Figure 1. Close-up of the layout (run 1).
Region (33, 17) to (58, 42) µm. Cells in gray, sequential cells in the stronger gray; small squares are vias.
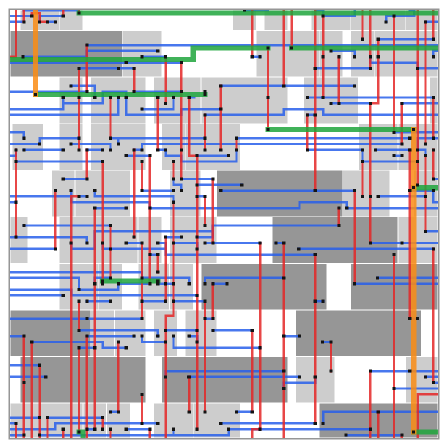
Figure 2. Placement by cell class (run 1).
Drawn at 4 px/µm. Fill, decap, tap and diode cells in gray.
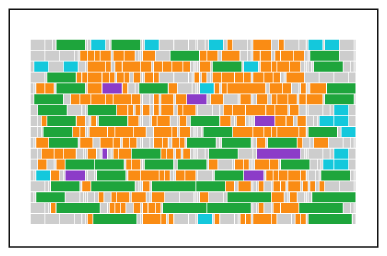
Figure 3. Routed clock nets over the placement (run 1).
Drawn at 6 px/µm.
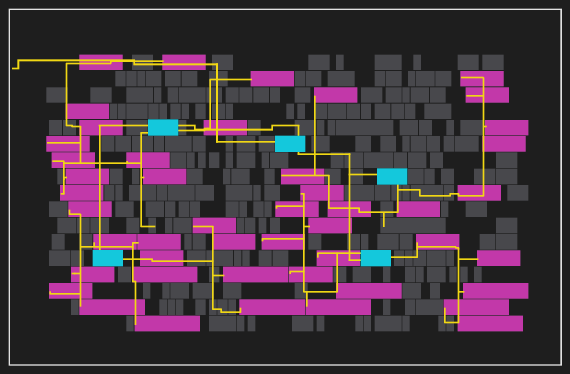
## src/rtl/reaction_timer_core.sv

```systemverilog
// Game-logic stage of the reaction-time game: button conditioning, random delay
// source and the round state machine driving the two BCD display digits.
module reaction_timer_core #(
  parameter int DEB_CYCLES = 16,
  parameter int MIN_DELAY  = 10
) (
  input  logic       clk,
  input  logic       rst_n,
  input  logic       tick,
  input  logic       start_btn,
  input  logic       react_btn,
  output logic [3:0] tens,
  output logic [3:0] ones,
  output logic       go,
  output logic [2:0] state_o,
  output logic       overflow
);

  localparam int CW = $clog2(DEB_CYCLES + 1);
  localparam int DW = $clog2(MIN_DELAY + 32);

  typedef enum logic [2:0] {
    IDLE = 3'd0,
    WAIT = 3'd1,
    RUN  = 3'd2,
    DONE = 3'd3,
    FOUL = 3'd4
  } state_t;

  state_t        state;
  logic [1:0]    btn_raw;
  logic [1:0]    sync1;
  logic [1:0]    sync2;
  logic [1:0]    deb;
  logic [1:0]    deb_d;
  logic [1:0]    press;
  logic [CW-1:0] deb_cnt [2];
  logic [7:0]    lfsr;
  logic [DW-1:0] delay;
  logic          start_press;
  logic          react_press;

  assign btn_raw     = {react_btn, start_btn};
  assign start_press = press[0];
  assign react_press = press[1];
  assign state_o     = state;

  // Bit 0 is the start button, bit 1 the react button. The debounced level only
  // flips after the counter has sat at DEB_CYCLES with the synced level still different.
  always_ff @(posedge clk) begin
    if (!rst_n) begin
      sync1 <= '0;
      sync2 <= '0;
      deb   <= '0;
      deb_d <= '0;
      press <= '0;
      for (int i = 0; i < 2; i++) deb_cnt[i] <= '0;
    end else begin
      sync1 <= btn_raw;
      sync2 <= sync1;
      deb_d <= deb;
      press <= deb & ~deb_d;
      for (int i = 0; i < 2; i++) begin
        if (sync2[i] != deb[i]) begin
          if (deb_cnt[i] == CW'(DEB_CYCLES)) begin
            deb[i]     <= ~deb[i];
            deb_cnt[i] <= '0;
          end else begin
            deb_cnt[i] <= deb_cnt[i] + CW'(1);
          end
        end else begin
          deb_cnt[i] <= '0;
        end
      end
    end
  end

  always_ff @(posedge clk) begin
    if (!rst_n) lfsr <= 8'hA5;
    else        lfsr <= {lfsr[6:0], lfsr[7] ^ lfsr[5] ^ lfsr[4] ^ lfsr[3]};
  end

  // Display codes: F/F while idle or waiting, E/E after a foul.
  always_ff @(posedge clk) begin
    if (!rst_n) begin
      state    <= IDLE;
      tens     <= 4'hF;
      ones     <= 4'hF;
      go       <= 1'b0;
      overflow <= 1'b0;
      delay    <= '0;
    end else begin
      case (state)
        IDLE, DONE, FOUL: begin
          if (start_press) begin
            state    <= WAIT;
            delay    <= DW'(MIN_DELAY) + DW'(lfsr[4:0]);
            overflow <= 1'b0;
            tens     <= 4'hF;
            ones     <= 4'hF;
            go       <= 1'b0;
          end
        end
        WAIT: begin
          if (react_press) begin
            state <= FOUL;
            tens  <= 4'hE;
            ones  <= 4'hE;
            go    <= 1'b0;
          end else if (tick) begin
            if (delay <= DW'(1)) begin
              state <= RUN;
              tens  <= 4'h0;
              ones  <= 4'h0;
              go    <= 1'b1;
            end else begin
              delay <= delay - DW'(1);
            end
          end
        end
        RUN: begin
          if (react_press) begin
            state <= DONE;
            go    <= 1'b0;
          end else if (tick) begin
            if (tens == 4'd9 && ones == 4'd9) begin
              state    <= DONE;
              overflow <= 1'b1;
              go       <= 1'b0;
            end else if (ones == 4'd9) begin
              ones <= 4'd0;
              tens <= tens + 4'd1;
            end else begin
              ones <= ones + 4'd1;
            end
          end
        end
        default: begin
          state <= IDLE;
          tens  <= 4'hF;
          ones  <= 4'hF;
          go    <= 1'b0;
        end
      endcase
    end
  end

endmodule

```

## config.mk

```make
export PLATFORM = sky130hd
export DESIGN_NAME = reaction_timer_core
export DESIGN_NICKNAME = d
export VERILOG_FILES = /design/src/rtl/reaction_timer_core.sv
export SDC_FILE = /design/constraint.sdc
export NUM_CORES = 1
export LEC_CHECK = 0
export CORE_ASPECT_RATIO = 0.6
export CORE_MARGIN = 5
export CORE_UTILIZATION = 60
export DETAILED_ROUTE_END_ITERATION = 10
export GPL_TIMING_DRIVEN = 1
export PLACE_DENSITY_LB_ADDON = 0.08
export SETUP_SLACK_MARGIN = 0.1
export SYNTH_ARGS = -nofsm -noshare
export SYNTH_HDL_FRONTEND = slang
export SYNTH_SLANG_ARGS = --single-unit
```

## constraint.sdc

```tcl
create_clock -name clk -period 6.2 [get_ports clk]
set_clock_uncertainty 0.15 [all_clocks]
set_input_delay 1.24 -clock clk [delete_from_list [all_inputs] [get_ports clk]]
set_output_delay 1.24 -clock clk [all_outputs]
set_load 0.05 [all_outputs]
```

==> out/metrics.yaml, run 1 <==
outcome: "complete, no violations"
clkSlewWorstSetupHoldPaths_ns: 0.08
hold_path.startpoint: "deb_d[0]$_SDFF_PN0_"
die_w_um: 91.7
wire_per_inst_um: 13.6
rsz0062_at_grt: "no"
setup_violations: 0
cts_tree: "done"
powerSeq_uw: 426
grt_antenna_before_repair: 0
seq_power_share: 0.367
routed_wl_um: 4420
p_comb_uw: 521
ys_ff: 47
routed-wl-met3_um: 409
ys_warn_count: 0
r2r_cells: 5
edf_count: 10
drcViolationCount: 0
num_io_pins: 18
post-synth-top-area-fraction: 0.308
tool_warnings: 31
hold_depth: 1
syn_area_per_cell_um2: 9.47
path_depth: 1
grt_pass1_wl_um: 7690
ys_types: 52
initialDrtViolationCount: 109
fp.dieArea_um2: 5420
route.vias.total: 1800
crit_path_max_incr_delay_ns: 0.91
met1_length_um: 2280
grt.total_usage: 0.181
path_buffers: 1
hold_class: "register to register"
first_pass_iters: 4
crit_arrival_ns: 1.88
place_hpwl_um: 3140
cp_cell_sequence: "clkdlybuf4s50_1"
p_leak_nw: 1.12
die_y_um: 59.0
hold_violations: 0
combPwrFrac: 0.448
grt.met3_usage: 0.0749
synth_area_um2: 2400
tightest_slew_ns: 0.831
crit_required_ns: 4.81
path_max_fanout: 19
finalSetupTns_ns: 0
reg2reg_from: "state_o[0]$_SDFFE_PN0P_"
nFillCells: 296
ff_type: "dfxtp_1"
seq_area_frac_synth: 0.433
largest_area_cell: "dfxtp_1"
place_area_um2: 2620
cts_max_level: 2
crit_start: "state_o[1]$_SDFFE_PN0P_"
gr-total-overflow: 0
antenna_cells: 0
ctsHoldBuffers: 0
slew_headroom: 0.445
swShare: 0.411
layout_setup_ws_ns: 2.93
vdd_drop_max_mv: 0.247
drv_cap: 0
crit_path_top_delay_cell: "clkdlybuf4s50_1"
grt_busiest_layer: "met1"
slew_viol_final: 0
crit_type: "register to output pin"
highest_layer: "met4"
cts_resized: 0
gp_congestion: 0.829
max_freq_mhz: 306
min_period_over_period: 0.528
cp-start-kind: "register"
via_per_inst: 5.52
numPortBuffers: 17
use_met1: 0.271
path_delay_family: "buffers and inverters"
area_delta_synth_final_pct: 13.4
syn_inst: 254
yosys_cells: 254
drive_gt1_frac: 0.0645
floorplan.core_util: 0.639
p_sw_uw: 478
grt_pass1_vias: 1584
area_leaders: "dfxtp_1 31%, edfxtp_1 12%, ha_1 5.7%, nor2_1 3.7%, xor2_1 3.3%"
power.internal_uw: 683
-- Figure 1 (at the start) --
color	layer
orange	metal 4
red	metal 2
green	metal 3
blue	metal 1
most frequent	dfxtp_1 (10), nor2_1 (8)
sequential cells in the window	10
netlist names of flops here include	delay (4), deb (2), press (2)
cells with their middle in the window	49

-- Figure 2 (at the start) --
color	class	cells
cyan	other buffers and delay cells	18
purple	clock drivers and dummy loads	7
green	flops	47
orange	combinational and other logic	207
Core Rows: 17
post-layout util: 0.724
Placeable Area: 3760 µm²
Seq area share: 0.382
Layout Cell Area excl Fill: 2730 µm²

-- Figure 3 (at the start) --
[magenta] flip-flops | count: 47
[cyan] clock drivers | count: 5
[yellow] clock wires | length: 543 µm
routed clock nets	6
Clk pwr share: 0.185
Clk power: 214 µW
Late-Pin Clk Latency: 0.30 ns

## run 1: synthesized netlist by cell type (2+ instances only)
| master | instances |
|---|---|
| a21o_1 | 2 |
| a21oi_1 | 7 |
| a22oi_1 | 2 |
| a31oi_1 | 2 |
| and2_1 | 12 |
| buf_2 | 2 |
| buf_4 | 2 |
| clkbuf_1 | 4 |
| dfxtp_1 | 37 |
| edfxtp_1 | 10 |
| ha_1 | 11 |
| inv_1 | 11 |
| mux2i_1 | 5 |
| nand2_1 | 19 |
| nand2b_1 | 6 |
| nand3_1 | 11 |
| nand3b_1 | 3 |
| nor2_1 | 24 |
| nor2b_1 | 12 |
| nor3_1 | 6 |
| o211ai_1 | 9 |
| o21a_1 | 2 |
| o21ai_0 | 9 |
| o221a_2 | 2 |
| o31a_1 | 4 |
| o31ai_1 | 2 |
| or3b_1 | 2 |
| xnor2_1 | 4 |
| xor2_1 | 9 |
## run 1: logic make-up after synthesis
kind of cell | after synthesis | synth area share
AOI/OAI and AO/OA | 53 | 0.168
xor gates and xnor gates | 13 | 0.0473
adders and majority gates | 11 | 0.0572
buffers and inverters | 20 | 0.0385
DFF | 47 | 0.433
muxes | 5 | 0.0208
other | 1 | 0.00156
and+or+nand+nor | 104 | 0.234
## run 1: cells in the final DEF (no fill, tap or decap), types with 2 or more instances in the layout
cell type,n
o31ai_1,2
clkbuf_8,5
and2_1,12
ha_1,11
xnor2_1,4
a22oi_1,2
nor2_1,24
nand3_1,11
a21oi_1,7
inv_1,11
o21ai_0,9
dfxtp_1,37
clkdlybuf4s50_1,17
a21o_1,2
nor2b_1,12
a31oi_1,2
nand3b_1,3
xor2_1,9
o211ai_1,9
conb_1,10
o21a_1,2
o221a_2,2
nand2_1,19
nand2b_1,6
o31a_1,4
edfxtp_1,10
mux2i_1,5
nor3_1,6
or3b_1,2
## run 1: metrics by stage
stage / hold slack [ns] / std cells
final: 0.234 / 326
after global routing: 0.257 / 326
after CTS: 0.234 / 326
after detailed placement: 0.223 / 319
after global placement: 0.225 / 319
after floorplan: 0.217 / 263
## run 1: final cells by class
cell class,instances,area (µm²),area share
multi-input combinational,196,1310,0.479
sequential,47,1040,0.382
timing repair buffer,18,178,0.0652
clock buffer,6,72.6,0.0266
tap,47,58.8,0.0216
inverter,11,41.3,0.0151
clock inverter,1,30.0,0.0110
## run 1: flip-flops by register name (all words and copies together) (netlist names)
| signal | count |
|---|---|
| tens | 4 |
| sync2 | 2 |
| deb_cnt | 10 |
| overflow | 1 |
| sync1 | 2 |
| deb | 2 |
| lfsr | 8 |
| delay | 6 |
| press | 2 |
| state_o | 3 |
| ones | 4 |
| deb_d | 2 |
| go | 1 |
## run 1: worst reg2reg max path, cell delays in order, from the launching register on
cell,delay (ns)
dfxtp_1,0.60
or3b_1,0.42
o21a_1,0.21
o311ai_4,0.49
nand2b_1,0.28
o211ai_1,0.12
## run 1: final timing paths
kind	to	slack (ns)
worst max-delay path	state_o[1]	2.93
worst min-delay path	press[0]$_SDFF_PN0_	0.23
worst max register to register	tens[3]$_SDFFE_PN1P_	3.80
worst min register to register	press[0]$_SDFF_PN0_	0.23
Figure 4. Clock wiring as the flow saved it (run 1).
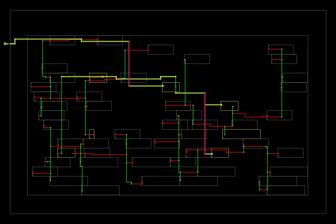

==> run 2, diff against run 1 <==
--- a/config.mk
+++ b/config.mk
@@ -7,7 +7,7 @@
 export LEC_CHECK = 0
 export CORE_ASPECT_RATIO = 0.6
 export CORE_MARGIN = 5
-export CORE_UTILIZATION = 60
+export CORE_UTILIZATION = 52
 export DETAILED_ROUTE_END_ITERATION = 10
 export GPL_TIMING_DRIVEN = 1
 export PLACE_DENSITY_LB_ADDON = 0.08
==> constraint.sdc (replaced) <==
create_clock -name clk -period 2.9 [get_ports clk]
set_clock_uncertainty 0.15 [all_clocks]
set_input_delay 0.58 -clock clk [delete_from_list [all_inputs] [get_ports clk]]
set_output_delay 0.58 -clock clk [all_outputs]
set_load 0.05 [all_outputs]
Figure 5. Clock wiring as the flow saved it (run 2).
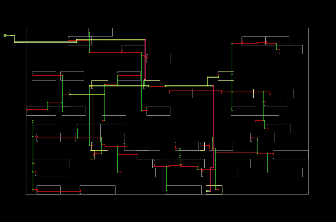
Clk power: 467 µW
CLK BUF: 7
clock sink count: 47
sequential cell count: 47
CTS buffer count: 5

Figure 6. Local utilization (run 2).
Drawn at 3 px/µm. The die is cut into 10 by 6 equal tiles; black is low, pale yellow is high, 0 to 100% covered.
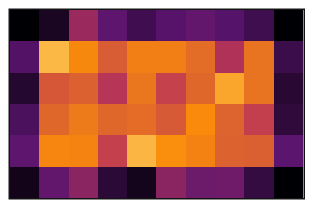
fullest tile	85%
nearly empty tiles	5.0%
emptiest ninth of the die	upper right
post-layout util: 0.616
FP Util: 0.532

==> run 2 against run 1 <==
  * Routed wire length increased by 0.90%
  * Global-route usage decreased by 1.9 points
  * Clock power increased by 120%
  * Core utilization decreased by 11 points
  * Final cell count increased by 6.4%
  * Sequential power increased by 110%
  * Via count decreased by 0.56%
  * Critical path depth unchanged
  * Combinational power increased by 120%
  * Sequential share of layout area decreased by 0.74 points
  * Hold slack improved by 0.0049 ns
  * Critical path type unchanged
  * Critical endpoint unchanged
  * Largest power group unchanged
==> out/metrics.yaml, run 2 <==
outcome: "complete, no violations"
crit_arrival_ns: 1.89  # about the same
gr-total-overflow: 0  # unchanged
grt_pass1_vias: 1644  # +3.8%
finalSetupTns_ns: 0  # unchanged
via_per_inst: 5.16  # -6.6%
cp-start-kind: "register"
register_area_um2: 1040  # unchanged
hold_path.startpoint: "deb_d[0]$_SDFF_PN0_"
slew_viol_final: 0  # unchanged
p_sw_mw: 1.02  # +110%
num_io_pins: 18  # unchanged
post-synth-top-area-fraction: 0.308  # unchanged
tool_warnings: 31  # unchanged
most_common_cell: "dfxtp_1"
hold_violations: 0  # unchanged
final_common_cell: "dfxtp_1"
ys_warn_count: 0  # unchanged
syn_inst: 254  # unchanged
crit_path_top_delay_cell: "clkdlybuf4s50_1"
place_area_um2: 2670  # +1.9%
fp.dieArea_um2: 6130  # +13%
largest_reg_flops: 10  # unchanged
grt_antenna_before_repair: 0  # unchanged
combGateArea_um2: 1310  # unchanged
slew_headroom: 0.454  # +0.00865
gp_congestion: 0.820  # -1.1%
path_buffers: 1  # unchanged
seq_area_frac_synth: 0.433  # unchanged
crit_start: "state_o[1]$_SDFFE_PN0P_"
dpl.cell_count: 339  # +6.3%
antenna_cells: 0  # unchanged
reg2reg_from: "state_o[0]$_SDFFE_PN0P_"
crit_path_max_incr_delay_ns: 0.91  # about the same
largestRegisters: "deb_cnt x10, lfsr x8, delay x6"
area_leaders: "dfxtp_1 31%, edfxtp_1 12%, ha_1 5.7%, nor2_1 3.7%, xor2_1 3.3%"
path_delay_family: "buffers and inverters"
hold_slack_ns: 0.238  # +0.00487 ns
tightest_slew_ns: 0.818  # -0.0129 ns
route.vias.total: 1790  # -0.56%
hold_class: "register to register"
seq_power_share: 0.363  # -0.004
drive_gt1_frac: 0.0775  # +0.0129
p_leak_nw: 1.14  # +2.0%
yosys-top-cells-count: "37 x dfxtp_1, 24 x nor2_1, 19 x nand2_1"
clkSlewWorstSetupHoldPaths_ns: 0.09  # about the same
ff_type: "dfxtp_1"
cts_max_level: 2  # unchanged
finalInstanceArea_um2: 2780  # +2.0%
wire_per_inst_um: 12.9  # -5.2%
crit_required_ns: 2.17  # -2.64 ns
cp_cell_sequence: "clkdlybuf4s50_1"
cts_resized: 0  # unchanged
setup_violations: 0  # unchanged
insertion_delay_ns: 0.30  # about the same
path_max_fanout: 19  # unchanged
ctsHoldBuffers: 0  # unchanged
edf_count: 10  # unchanged
area_delta_synth_final_pct: 15.6
layout_top_cells: "37 x dfxtp_1, 24 x nor2_1, 19 x nand2_1"
numPortBuffers: 17  # unchanged
drcViolationCount: 0  # unchanged
swShare: 0.408  # -0.00356
largest_area_cell: "dfxtp_1"
max_freq_mhz: 382
pwr-share-clk: 0.186  # about the same
rsz0062_at_grt: "no"
nFillCells: 424  # +43%
routed_wl_um: 4460  # +0.90%
==> run 2: cell counts after synthesis <==
No cell type changed its count.
==> run 2: final cells by class <==
cell class | instances | area share
clock buffer | 7 | 0.0275
clock inverter | 1 | 0.0108
inverter | 11 | 0.0149
multi-input combinational | 196 | 0.469
sequential | 47 | 0.374
tap | 63 | 0.0284
timing repair buffer | 22 | 0.0747
==> run 2: per-layer routing <==
metal  track usage  up-vias  share of wire
met5             0        -              0
met4        0.0570        0          0.010
met3        0.0435        4          0.069
met2         0.206       37           0.36
met1         0.254      806           0.56
li1              -      943              -
==> run 2: power by group through the flow <==
stage | registers [mW] | clock network, mW | logic, mW
detailed placement | 0.926 | 0 | 1.12
global placement | 0.922 | 0 | 1.12
global route | 0.940 | 0.519 | 1.24
finish | 0.912 | 0.467 | 1.13
CTS | 0.912 | 0.486 | 1.13
floorplan | 1.09 | 0 | 0.679
==> run 2: kinds of logic after synthesis <==
kind of cell             count (synthesis)  synth area share
other                                    1           0.00156
buffers and inverters                   20            0.0385
XOR/XNOR                                13            0.0473
multiplexers                             5            0.0208
AND/OR/NAND/NOR                        104             0.234
AND-OR/OR-AND                           53             0.168
flip-flops                              47             0.433
adder cells (fa/ha/maj)                 11            0.0572
==> run 2: path summary, 6_finish.rpt <==
check / to / cells past startpoint / slack (ns)
setup / recovery: state_o[1] / 1 / 0.28
hold / removal: press[0]$_SDFF_PN0_ / 1 / 0.24
setup reg to reg: tens[3]$_SDFFE_PN1P_ / 5 / 0.56
hold reg to reg: press[0]$_SDFF_PN0_ / 1 / 0.24
Power and IR drop assume default switching activity.
